**src/rtl/frame_feeder.sv**
```systemverilog
// frame_feeder: pixel store and raster scanner feeding a 32x32 RGB matrix driver.
// Each cycle presents one upper-half / lower-half pixel pair, one cycle behind the scan counter.
// Build option FRAME_DOUBLE_BUFFER_EN: two buffers (display + back) with a swap that is
// requested by donesending and deferred to the frame boundary. Without it, a single buffer
// is both written and displayed, and donesending is ignored.
module frame_feeder (
    input  logic       clk,
    input  logic       reset,
    input  logic       wr_en,
    input  logic [9:0] wr_addr,
    input  logic [2:0] wr_data,
    input  logic       donesending,
    output logic [2:0] RGB1bus,
    output logic [2:0] RGB2bus,
    output logic [4:0] col,
    output logic [3:0] row,
    output logic       frame_start,
    output logic       swap_pending
);

    // Scan position {row[3:0], col[4:0]} of the pixel pair being read this cycle.
    logic [8:0] scan_q;
    logic [8:0] scan_d;

    // Registered outputs, one cycle behind scan_q.
    logic [2:0] rgb1_q;
    logic [2:0] rgb2_q;
    logic [4:0] col_q;
    logic [3:0] row_q;
    logic       fs_q;

    // Display-buffer read data for the current scan position.
    logic [2:0] pix_up;
    logic [2:0] pix_dn;

    logic       boundary;

    assign scan_d   = scan_q + 9'd1;
    assign boundary = (scan_q == 9'd511);

`ifdef FRAME_DOUBLE_BUFFER_EN

    typedef enum logic [0:0] {
        StIdle,
        StPend
    } swap_state_e;

    logic [2:0]  buf_a [0:1023];
    logic [2:0]  buf_b [0:1023];
    swap_state_e state_q;
    logic        disp_sel_q;

    // Writes land in whichever buffer is not displayed; on a swap edge that is the old back
    // buffer, which is exactly the one becoming visible.
    always_ff @(posedge clk) begin
        if (reset && wr_en) begin
            if (disp_sel_q) begin
                buf_a[wr_addr] <= wr_data;
            end else begin
                buf_b[wr_addr] <= wr_data;
            end
        end
    end

    // Read both halves of the display buffer at the current scan position.
    always_comb begin
        pix_up = buf_a[{1'b0, scan_q}];
        pix_dn = buf_a[{1'b1, scan_q}];
        if (disp_sel_q) begin
            pix_up = buf_b[{1'b0, scan_q}];
            pix_dn = buf_b[{1'b1, scan_q}];
        end
    end

    // Swap FSM: a request waits in StPend until the last pixel of the frame is read.
    always_ff @(posedge clk or negedge reset) begin
        if (!reset) begin
            state_q    <= StIdle;
            disp_sel_q <= 1'b0;
        end else begin
            case (state_q)
                StIdle: begin
                    if (donesending) begin
                        // A request landing on the boundary swaps at once.
                        if (boundary) begin
                            disp_sel_q <= ~disp_sel_q;
                        end else begin
                            state_q <= StPend;
                        end
                    end
                end
                StPend: begin
                    // Further requests are absorbed here: one swap per frame at most.
                    if (boundary) begin
                        disp_sel_q <= ~disp_sel_q;
                        state_q    <= StIdle;
                    end
                end
                default: state_q <= StIdle;
            endcase
        end
    end

    assign swap_pending = (state_q == StPend);

`else

    logic [2:0] buf_s [0:1023];
    logic       unused_donesending;

    // Single shared buffer: writes become visible on the next read of that address.
    always_ff @(posedge clk) begin
        if (reset && wr_en) begin
            buf_s[wr_addr] <= wr_data;
        end
    end

    // Read both halves of the shared buffer at the current scan position.
    always_comb begin
        pix_up = buf_s[{1'b0, scan_q}];
        pix_dn = buf_s[{1'b1, scan_q}];
    end

    assign unused_donesending = donesending;
    assign swap_pending       = 1'b0;

`endif

    // Free-running scan counter and the one-cycle output pipeline stage.
    always_ff @(posedge clk or negedge reset) begin
        if (!reset) begin
            scan_q <= 9'd0;
            rgb1_q <= 3'd0;
            rgb2_q <= 3'd0;
            col_q  <= 5'd0;
            row_q  <= 4'd0;
            fs_q   <= 1'b0;
        end else begin
            scan_q <= scan_d;
            rgb1_q <= pix_up;
            rgb2_q <= pix_dn;
            col_q  <= scan_q[4:0];
            row_q  <= scan_q[8:5];
            fs_q   <= (scan_q == 9'd0);
        end
    end

    assign RGB1bus     = rgb1_q;
    assign RGB2bus     = rgb2_q;
    assign col         = col_q;
    assign row         = row_q;
    assign frame_start = fs_q;

endmodule

```
**config.mk**
```make
export PLATFORM = sky130hd
export DESIGN_NAME = frame_feeder
export DESIGN_NICKNAME = d
export VERILOG_FILES = /design/src/rtl/frame_feeder.sv
export SDC_FILE = /design/constraint.sdc
export NUM_CORES = 2
export LEC_CHECK = 0
export CORE_UTILIZATION = 45
export DETAILED_ROUTE_END_ITERATION = 10
export DONT_BUFFER_PORTS = 1
export PLACE_DENSITY = 0.68
export SLEW_MARGIN = 20
export SYNTH_ARGS = -nofsm -noshare
export SYNTH_HDL_FRONTEND = slang
export SYNTH_SLANG_ARGS = --single-unit
```
**constraint.sdc**
```tcl
create_clock -name clk -period 3.4 [get_ports clk]
set_input_delay 0.51 -clock clk [delete_from_list [all_inputs] [get_ports clk]]
set_output_delay 0.51 -clock clk [all_outputs]
set_load 0.005 [all_outputs]
```
Fig. 1: metal 3
Cells faint in the background.
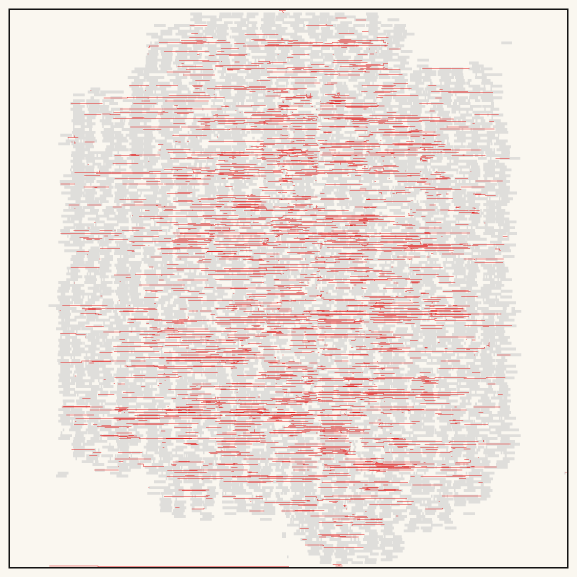
nets with wire on the layer = 713
wire length on this layer = 34.0 mm
longest straight run = 180 um

Fig. 2: M2 wires
Scale bar: 200 um.
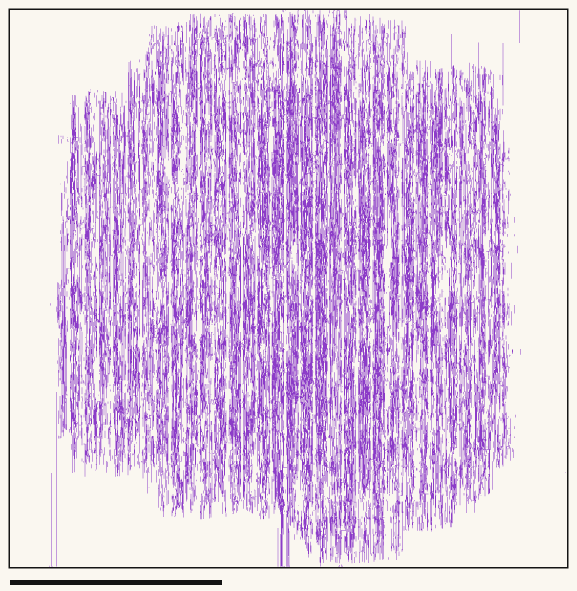
longest straight run = 164 um
nets with wire on the layer = 5899
share of all routed wire = 49%
wire length on this layer = 160 mm
main direction = vertical

Fig. 3: congestion heat map
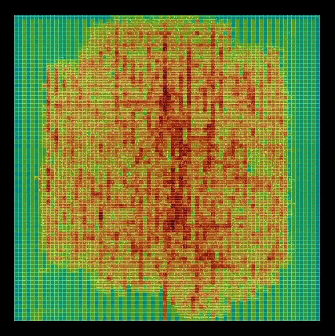
GR Util met1: 31.6%
fin util: 51.4%
GR peak layer: met2
all-layer global routing usage: 23.5%
drt wl/cell: 32.0 um

==> results.sh <==
# implementation run metrics
export IMPL_outcome="finished clean"
export IMPL_yosys_area_um2=123000
export IMPL_path_clk_slew_ps=70
export IMPL_finish_instance_area_um2=139000
export IMPL_use_met2_pct=38.2
export IMPL_synthCells=6241
export IMPL_portBuffers=0
export IMPL_insertion_delay_ps=860
export IMPL_top_cell_area_share_pct=75.1
export IMPL_logic_gates=2669
export IMPL_comb_area_share_pct=20.1
export IMPL_fp_coreArea_um2=271000
export IMPL_tightest_slew_ps=1190
export IMPL_power_uw=76100
export IMPL_gp_congestion=0.849
export IMPL_hp_class="input pin to register"
export IMPL_hold_end="buf_s[566][1]"
export IMPL_drt_iter0_markers=9457
export IMPL_placed_area_um2=129000
export IMPL_floorplan_core_util_pct=45.3
export IMPL_relSlewSlack_pct=20.5
export IMPL_cp_slowest_cell="or4_1"
export IMPL_p_seq_uw=42000
export IMPL_top_power_group="sequential cells"
export IMPL_diodes=4
export IMPL_crit_cells=9
export IMPL_period_needed_ps=3380
export IMPL_inverters=5
export IMPL_hold_viol=0
export IMPL_use_met3_pct=4.56
export IMPL_rows=191
export IMPL_tap_cells=3570
export IMPL_warnings=74
export IMPL_worstHoldStart="wr_addr[4]"
export IMPL_cp_max_fo=15
export IMPL_top_layer_used="met5"
export IMPL_worst_r2r_cell_count=9
export IMPL_largestClassByArea="flip-flops and latches"
export IMPL_syn_cell_area_um2=123000
export IMPL_viasPerCell=6.19
export IMPL_die_h_um=525
export IMPL_rsz0062_at_grt="true"
export IMPL_wl_met1_um=121000
export IMPL_maxSlewViolCount=0
export IMPL_htree_num_levels=5
export IMPL_clock_tree_root_cell="clkbuf_16"
export IMPL_skew_ps=39.9
export IMPL_nClkBuffers=370
export IMPL_ant_nets=0
export IMPL_setup_violations=0
export IMPL_max_freq_mhz=296
export IMPL_startpoint_type="register"
export IMPL_synth_warnings=0
export IMPL_clock_sinks=3097
export IMPL_critPathArrivalTime_ps=4100
export IMPL_grt_pass1_wl_um=465000
export IMPL_seq_area_um2=92900
export IMPL_synth_edff_count=3072
export IMPL_cp_startpoint="scan_q[0]"
export IMPL_reg2reg_slack_ps=20
export IMPL_clockBufferDepth=4
export IMPL_flops=3097
export IMPL_max_cap_violations=0
export IMPL_drc=0
export IMPL_r2r_end="RGB2bus[0]"
export IMPL_fillCellCount=20800
export IMPL_synth_cell_type_count=64
export IMPL_drt_pre_antenna_iters=5
export IMPL_clkPwrFrac_pct=43.7
export IMPL_finalWorstSetupSlack_ps=20.6
export IMPL_drive_above_1_share_pct=25.2
export IMPL_hpwl_um=188000
export IMPL_intPower_uw=61000
export IMPL_logic_area_um2=28000
export IMPL_wl_um=328000
export IMPL_fin_crit_sh_pct=99.4
export IMPL_grt_max_degree=1025
export IMPL_wl_met2_um=160000
export IMPL_antenna_found_initial=8
export IMPL_num_nonclk_buffers=391
export IMPL_crit_required_ps=4120
export IMPL_power_density_nw_per_um2=545
export IMPL_ys_seq_elements=3097
export IMPL_fin_hold_ws_ps=56.0
export IMPL_pg_clk_uw=33200
export IMPL_die_w_um=525
export IMPL_largest_area_cell="edfxtp_1"
export IMPL_syn_avg_cell_area_um2=19.7
==> cell usage in the layout, fill, tap and decap left out, drive strengths merged, types with 36 or more instances in the layout <==
| cell type | count |
|---|---|
| edfxtp | 3072 |
| a221oi | 49 |
| nor2 | 1053 |
| a21oi | 67 |
| a22oi | 60 |
| mux2i | 190 |
| buf | 381 |
| nor3 | 36 |
| o22ai | 37 |
| mux4 | 795 |
| clkbuf | 375 |
| nand2 | 151 |
| clkinv | 111 |
==> kinds of logic (layout without fill, tap and decap cells) <==
family	count (synthesis)	after routing	synth area share (%)
DFF	3097	3097	75.6
and+or+nand+nor	1343	1343	4.36
muxes	997	997	16.2
buffers and inverters	475	926	1.95
AOI/OAI and AO/OA	319	319	1.83
xor gates and xnor gates	7	7	0.0499
adders and majority gates	2	2	0.0204
other	1	5	0.00305
==> repair_timing <==
action	4_1_cts	5_1_grt
cloned	0	5
hold endpoints to repair	304	110
setup endpoints to repair	5	6
buffers inserted	6	8
hold buffers	8	1
pin swaps	0	2
gates resized	8	19
==> stage by stage <==
stage          util, %  TNS, ps
2_1_floorplan        -        0
3_3_place_gp      47.6     -911
3_5_place_dp      47.6    -1020
4_1_cts           51.3        0
5_1_grt           51.4    -43.0
6_report          51.4        0
==> cell usage after synthesis (all sizes together), types with 3 or more instances <==
library cell	n
a2111oi	4
a211o	6
a211oi	5
a21oi	67
a221oi	49
a22o	18
a22oi	60
a311oi	3
a31oi	8
a32oi	5
and2	9
and3	5
and3b	4
buf	269
clkbuf	201
dfrtp	25
edfxtp	3072
inv	4
mux2	12
mux2i	190
mux4	795
nand2	151
nand2b	18
nand3	15
nand3b	3
nand4	3
nor2	1053
nor2b	12
nor3	36
nor3b	6
nor4	14
o211ai	5
o21ai	24
o221ai	8
o22ai	37
o311ai	3
o31ai	4
or2	5
or3	4
or4	3
xnor2	5
